`src/rtl/store_buffer_rv_pkg.sv`:
```
// Shared types for the posted-write store buffer: strobe encodings, queued entry record, log2 helper.
package store_buffer_rv_pkg;

  localparam logic [3:0] STRB_NONE = 4'b0000;
  localparam logic [3:0] STRB_BYTE = 4'b0001;
  localparam logic [3:0] STRB_HALF = 4'b0011;
  localparam logic [3:0] STRB_WORD = 4'b1111;

  typedef struct packed {
    logic [29:0] addr;
    logic [31:0] data;
    logic [3:0]  strb;
  } storeEntry_t;

  localparam int ENTRY_W = $bits(storeEntry_t);

  function automatic int log2Ceil(input int n);
    int r;
    r = 0;
    for (int i = 0; i < 31; i++) begin
      if ((1 << i) < n) r = i + 1;
    end
    return r;
  endfunction

endpackage

```
`src/rtl/store_buffer_rv_if.sv`:
```
// Memory-bus write channel: head entry offered with valid, consumed when ready is high.
interface store_buffer_rv_if;
  logic        owBusValid;
  logic [31:0] owBusAddr;
  logic [31:0] owBusData;
  logic [3:0]  owBusWstrb;
  logic        iwBusReady;

  modport master (output owBusValid, owBusAddr, owBusData, owBusWstrb, input iwBusReady);
  modport slave  (input owBusValid, owBusAddr, owBusData, owBusWstrb, output iwBusReady);
endinterface

```
`src/rtl/store_buffer_rv_sync_fifo.sv`:
```
// Storage and pointer FIFO; head is read straight from registered storage (1-cycle write-to-head).
// Push is ignored when full and pop when empty; storage and pointers are exposed for hazard checks.
module store_buffer_rv_sync_fifo
  import store_buffer_rv_pkg::*;
#(
  parameter int DEPTH = 4,
  parameter int WIDTH = 8
) (
  input  logic                          iwClk,
  input  logic                          iwRst,
  input  logic                          push,
  input  logic [WIDTH-1:0]              pushData,
  input  logic                          pop,
  output logic                          full,
  output logic                          empty,
  output logic [WIDTH-1:0]              headData,
  output logic [DEPTH-1:0][WIDTH-1:0]   entries,
  output logic [log2Ceil(DEPTH):0]      wrPtr,
  output logic [log2Ceil(DEPTH):0]      rdPtr
);
  localparam int AW = log2Ceil(DEPTH);
  localparam logic [AW:0] PTR_ONE = {{AW{1'b0}}, 1'b1};

  logic [DEPTH-1:0][WIDTH-1:0] mem;

  // Extra pointer MSB distinguishes full from empty when the index bits coincide.
  assign full     = (wrPtr[AW-1:0] == rdPtr[AW-1:0]) && (wrPtr[AW] != rdPtr[AW]);
  assign empty    = (wrPtr == rdPtr);
  assign headData = mem[rdPtr[AW-1:0]];
  assign entries  = mem;

  always_ff @(posedge iwClk or posedge iwRst) begin
    if (iwRst) begin
      mem   <= '0;
      wrPtr <= '0;
      rdPtr <= '0;
    end else begin
      if (push && !full) begin
        mem[wrPtr[AW-1:0]] <= pushData;
        wrPtr              <= wrPtr + PTR_ONE;
      end
      if (pop && !empty) begin
        rdPtr <= rdPtr + PTR_ONE;
      end
    end
  end

endmodule

```
`src/rtl/store_buffer_rv.sv`:
```
// Posted-write buffer: lane-aligns core stores, queues them, drains one beat per store in order.
// One cycle from accepted store to bus; stalls the core on a full queue or a load hitting a queued word.
module store_buffer_rv
  import store_buffer_rv_pkg::*;
#(
  parameter int DEPTH = 4
) (
  input  logic        iwClk,
  input  logic        iwRst,
  input  logic [31:0] iwWriteAddr,
  input  logic [31:0] iwWriteData,
  input  logic [3:0]  iwWstrb,
  input  logic        iwLoadValid,
  input  logic [31:0] iwLoadAddr,
  output logic        owStall,
  output logic        owMisaligned,
  output logic        owEmpty,
  store_buffer_rv_if.master bus
);
  localparam int AW = log2Ceil(DEPTH);

  logic [1:0]                      off;
  logic [7:0]                      strb8;
  logic [31:0]                     laneData;
  logic                            storeReq;
  logic                            misaligned;
  logic                            full;
  logic                            empty;
  logic                            hit;
  logic                            push;
  logic                            pop;
  storeEntry_t                     pushEntry;
  storeEntry_t                     headEntry;
  logic [ENTRY_W-1:0]              headData;
  logic [DEPTH-1:0][ENTRY_W-1:0]   entries;
  logic [AW:0]                     wrPtr;
  logic [AW:0]                     rdPtr;
  logic [AW:0]                     count;
  logic [DEPTH-1:0]                occupied;
  logic [DEPTH-1:0]                match;
  logic                            unusedLoadLsb;

  assign off        = iwWriteAddr[1:0];
  assign strb8      = {4'b0000, iwWstrb} << off;
  assign laneData   = iwWriteData << {off, 3'b000};
  assign storeReq   = (iwWstrb != STRB_NONE);
  assign misaligned = |strb8[7:4];
  assign pushEntry  = '{addr: iwWriteAddr[31:2], data: laneData, strb: strb8[3:0]};

  // Full comes from registered pointers only, so a same-cycle dequeue does not release the stall.
  assign owStall = (storeReq && full) || hit;
  assign push    = storeReq && !misaligned && !owStall;
  assign pop     = bus.owBusValid && bus.iwBusReady;

  store_buffer_rv_sync_fifo #(
    .DEPTH (DEPTH),
    .WIDTH (ENTRY_W)
  ) uFifo (
    .iwClk    (iwClk),
    .iwRst    (iwRst),
    .push     (push),
    .pushData (pushEntry),
    .pop      (pop),
    .full     (full),
    .empty    (empty),
    .headData (headData),
    .entries  (entries),
    .wrPtr    (wrPtr),
    .rdPtr    (rdPtr)
  );

  // A slot is live when its distance past the read index is below the occupancy count.
  assign count = wrPtr - rdPtr;

  for (genvar g = 0; g < DEPTH; g++) begin : gHazard
    logic [AW-1:0] rel;
    storeEntry_t   slot;
    assign rel         = AW'(g) - rdPtr[AW-1:0];
    assign slot        = entries[g];
    assign occupied[g] = ({1'b0, rel} < count);
    assign match[g]    = occupied[g] && (slot.addr == iwLoadAddr[31:2]);
  end

  assign hit           = iwLoadValid && (|match);
  assign unusedLoadLsb = ^iwLoadAddr[1:0];

  always_ff @(posedge iwClk or posedge iwRst) begin
    if (iwRst) begin
      owMisaligned <= 1'b0;
    end else begin
      owMisaligned <= storeReq && misaligned;
    end
  end

  assign headEntry      = headData;
  assign owEmpty        = empty;
  assign bus.owBusValid = !empty;
  assign bus.owBusAddr  = {headEntry.addr, 2'b00};
  assign bus.owBusData  = headEntry.data;
  assign bus.owBusWstrb = headEntry.strb;

endmodule

```
`src/flat_wrapper.sv`:
```
// flat-port wrapper written by rule: the top's interface ports become plain ports
module store_buffer_rv_flat import store_buffer_rv_pkg::*;
#(
  parameter int DEPTH = 4
)
  (iwClk, iwRst, iwWriteAddr, iwWriteData, iwWstrb, iwLoadValid, iwLoadAddr, owStall, owMisaligned, owEmpty, bus_owBusValid, bus_owBusAddr, bus_owBusData, bus_owBusWstrb, bus_iwBusReady);
  store_buffer_rv_if bus_i ();
  input  logic iwClk;
  input  logic iwRst;
  input  logic [31:0] iwWriteAddr;
  input  logic [31:0] iwWriteData;
  input  logic [3:0] iwWstrb;
  input  logic iwLoadValid;
  input  logic [31:0] iwLoadAddr;
  output logic owStall;
  output logic owMisaligned;
  output logic owEmpty;
  output wire logic [$bits(bus_i.owBusValid)-1:0] bus_owBusValid;
  output wire logic [$bits(bus_i.owBusAddr)-1:0] bus_owBusAddr;
  output wire logic [$bits(bus_i.owBusData)-1:0] bus_owBusData;
  output wire logic [$bits(bus_i.owBusWstrb)-1:0] bus_owBusWstrb;
  input wire logic [$bits(bus_i.iwBusReady)-1:0] bus_iwBusReady;
  assign bus_owBusValid = bus_i.owBusValid;
  assign bus_owBusAddr = bus_i.owBusAddr;
  assign bus_owBusData = bus_i.owBusData;
  assign bus_owBusWstrb = bus_i.owBusWstrb;
  assign bus_i.iwBusReady = bus_iwBusReady;
  store_buffer_rv #(.DEPTH(DEPTH)) u_core (.iwClk(iwClk), .iwRst(iwRst), .iwWriteAddr(iwWriteAddr), .iwWriteData(iwWriteData), .iwWstrb(iwWstrb), .iwLoadValid(iwLoadValid), .iwLoadAddr(iwLoadAddr), .owStall(owStall), .owMisaligned(owMisaligned), .owEmpty(owEmpty), .bus(bus_i));
endmodule
```
`config.mk`:
```
export PLATFORM = sky130hd
export DESIGN_NAME = store_buffer_rv_flat
export DESIGN_NICKNAME = d
export VERILOG_FILES = /design/src/rtl/store_buffer_rv_pkg.sv /design/src/rtl/store_buffer_rv_if.sv /design/src/rtl/store_buffer_rv_sync_fifo.sv /design/src/rtl/store_buffer_rv.sv /design/src/flat_wrapper.sv
export SDC_FILE = /design/constraint.sdc
export NUM_CORES = 1
export LEC_CHECK = 0
export CAP_MARGIN = 10
export CORE_ASPECT_RATIO = 1.5
export CORE_MARGIN = 2
export CORE_UTILIZATION = 55
export CTS_CLUSTER_DIAMETER = 100
export DETAILED_ROUTE_END_ITERATION = 16
export MAX_ROUTING_LAYER = met4
export PLACE_DENSITY = 0.79
export SLEW_MARGIN = 25
export SYNTH_ARGS = -nofsm -noshare
export SYNTH_HDL_FRONTEND = slang
export SYNTH_SLANG_ARGS = --single-unit
```
`constraint.sdc`:
```
create_clock -name iwClk -period 11.5 [get_ports iwClk]
set_input_delay 1.15 -clock iwClk [delete_from_list [all_inputs] [get_ports iwClk]]
set_output_delay 1.15 -clock iwClk [all_outputs]
set_load 0.05 [all_outputs]
```
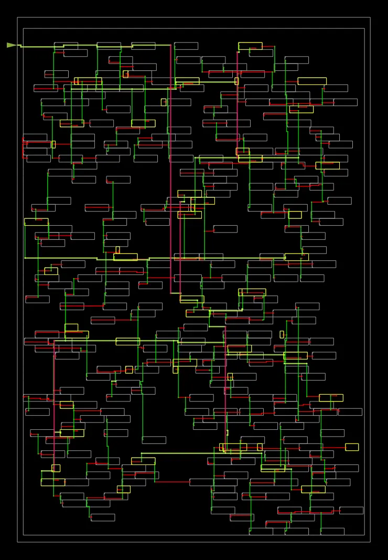
Fig. 1. Clock nets.
final sequential cell count: 271
Inserted Clock Buffers: 28
Max Clock Skew: 0.02053 ns

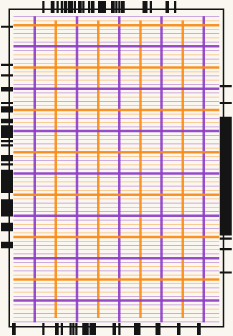
Fig. 2. Power grid.
Pins as bars on the die edge.
- orange: VDD
- purple: VSS
- met1 rails: 73
- signal pins: 176
- met5 straps: 14
- rows: 72
Die Span Y: 202.8 um
worst-case vdd ir drop: 259.3 uV

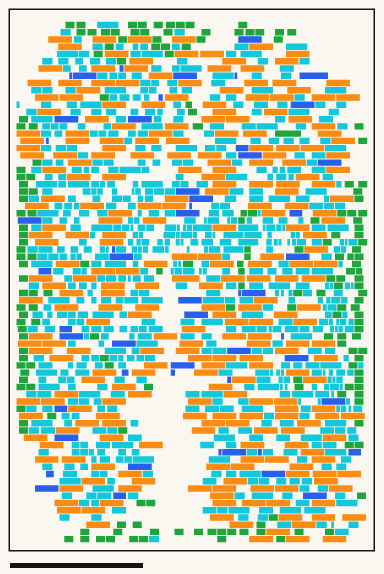
Fig. 3. Placed cells, one colour a class.
Scale bar: 50 um.
- orange: flops (cells 271; share of their area 41%)
- cyan: all other logic (cells 638; share of their area 43%)
- blue: clock drivers and dummy loads (cells 52; share of their area 5.5%)
- green: other buffers and delay cells (cells 185; share of their area 11%)
area of all placed cells without fillers: 17070 um^2
end-of-flow core utilization: 66.00%
core area: 25850 um^2

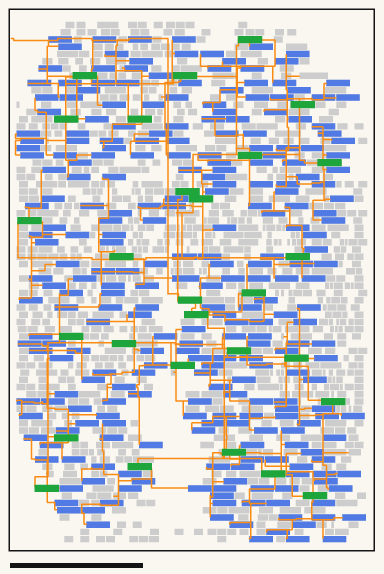
Fig. 4. Routed clock nets over the placement.
Scale bar: 50 um.
- green: cells driving clock nets (count 28)
- orange: clock wires (length 3410 um)
- blue: flip-flops (count 271)
- routed clock nets: 29
- flops lie: spread over the die
power dissipated in the clock network: 0.000907 W
clock network fraction of design power: 15.8%
insertion delay to the later sink of the worst-skew pair: 0.54 ns

==> placed cells by master (no fill, tap or decap), drive strengths merged <==
| master | Yosys | routed |
|---|---|---|
| a211oi | 9 | 9 |
| nor4 | 9 | 9 |
| o21a | 1 | 1 |
| a21oi | 10 | 10 |
| nand4 | 28 | 28 |
| xnor2 | 126 | 126 |
| o22ai | 1 | 1 |
| nor2 | 12 | 12 |
| nor2b | 12 | 12 |
| inv | 11 | 12 |
| clkdlybuf4s50 | 0 | 171 |
| mux2 | 265 | 265 |
| bufinv | 0 | 1 |
| nor3b | 1 | 1 |
| fa | 1 | 1 |
| and2 | 9 | 9 |
| nand3b | 1 | 1 |
| clkbuf | 25 | 44 |
| o21ai | 16 | 16 |
| nand3 | 6 | 6 |
| mux4 | 66 | 66 |
| clkinvlp | 0 | 1 |
| ha | 14 | 14 |
| buf | 60 | 14 |
| clkinv | 0 | 5 |
| and4 | 1 | 1 |
| mux2i | 18 | 18 |
| dfrtp | 271 | 271 |
| o211ai | 4 | 4 |
| conb | 1 | 2 |
| nand2 | 15 | 15 |
==> metrics by stage <==
| stage | worst slack (ns) | cells |
|---|---|---|
| 6_report | 5.646 | 1479 |
| 5_1_grt | 5.590 | 1479 |
| 4_1_cts | 5.709 | 1478 |
| 3_5_place_dp | 5.721 | 1426 |
| 3_3_place_gp | 5.790 | 1426 |
| 2_1_floorplan | 2.883 | 994 |
==> critical path, delay by kind of cell <==
family                    cells  cell delay [ns]
and+or+nand+nor               4             1.32
AOI/OAI and AO/OA             1             0.21
xor gates and xnor gates      1             0.61
buffers and inverters         2             1.39
==> power by group <==
part | internal, W | switching, W | total (W) | leakage (nW)
clock | 0.000530 | 0.000376 | 0.000907 | 0.456
sequential | 0.00140 | 0.000360 | 0.00176 | 3.33
combinational | 0.00143 | 0.00165 | 0.00308 | 3.48
==> reports/results.txt <==
metal3 WL: 1816 um
endpoint required time on the critical path: 10.35 ns
start point of the worst hold path: u_core.uFifo.rdPtr[2]
setup total negative slack: 0 ns
Tot Pwr: 0.005745 W
via count of the first global-routing pass: 9191
combined global-route utilization of all metal layers: 26.75%
proportion of synthesized area in mux cells: 33.89%
CTS H-tree lvls: 1
residual DRC count: 0
Basic Gates by Area: 3.651%
layout-stage area growth over the synthesis result: 17.71%
number of maximum-capacitance violations: 0
Top non-seq family: multiplexers
Cells after Synth: 993
top_reg_cell synth: sky130_fd_sc_hd__dfrtp_1
post-synth top area share: 46.78%
diode count: 0
Reg-to-Reg End: u_core.uFifo.entries[112]
Slowest cell on crit path: sky130_fd_sc_hd__clkdlybuf4s50_1
first-pass GRT wire length: 54680 um
count of clock tree sinks: 271
total met2 wirelength after detailed routing: 17790 um
Area after DPL: 16110 um^2
Clock Tree Buf Depth: 3
Startpoint Class: input port
number of OpenROAD warnings: 38
non-clock inverter total of the final layout: 11
crit path time final: 5.854 ns
remaining number of nets flagged by the antenna check after routing: 0
weighted congestion reported at the end of routability-driven placement: 0.9478
count of pins over their slew limit: 0
horizontal extent of the die: 136.6 um
register area: 6787 um^2
cell type with the largest total area after synthesis: sky130_fd_sc_hd__dfrtp_1
total overflow reported by the global router: 0
number of setup violations in the final report: 0
worst-margin pin slew: 0.9277 ns
non-clock buffer area fraction after layout: 10.81%
number of tap instances: 333
clock tree buffer count of the final layout: 44
r2r worst-path depth: 12
Worst Hold Depth: 1
startpoint of the worst-slack reg-to-reg timing path: u_core.uFifo.rdPtr[0]
yosys adder share: 1.346%
type of the setup path with the least slack: input port to output port
total wire length: 35200 um
layout buffer count excluding clock buffers: 185
CP endpoint kind: output port
cell chosen for the clock root: sky130_fd_sc_hd__clkbuf_16
CP startpoint: iwLoadAddr[22]
effective utilization at floorplan: 56.07%
number of antenna violations at the first check in global routing: 0
sink of the worst hold path: u_core.uFifo.rdPtr[2]
vias per std cell: 5.836
cell with the most instances after synthesis: sky130_fd_sc_hd__dfrtp_1
MI comb area: 7046 um^2
minimum setup slack among reg-to-reg paths: 6.81 ns
run status: completed
worst-path fanout max: 6
Reg clk slew, reported paths: 0.06 ns
final critical-path share of the clock period: 50.90%
TritonCTS clock tree: done
power density over cell area: 336.6 nW/um^2
share of cells above drive strength 1: 27.66%
relative slew slack: 38.15%
ys async rst share: 100.0%
total leakage power: 7.269 nW
max FFs per register: 264
I/O Pins: 176
sequential share of the synthesized area: 46.78%
final net count: 1243
met2 global-route usage: 43.29%
Hold Buf Count CTS: 0
total standard cell area after synthesis: 14500 um^2
yosys stat cell total: 993
highest cell delay on the worst timing path: 0.87 ns
number of port buffers: 171
Critical Path Sink: owStall
Max Clock Freq: 170.8 MHz
final hold viol count: 0
HPWL after DPL: 23560 um
Power figures rest on the tool's default switching activity, not on a simulated workload.
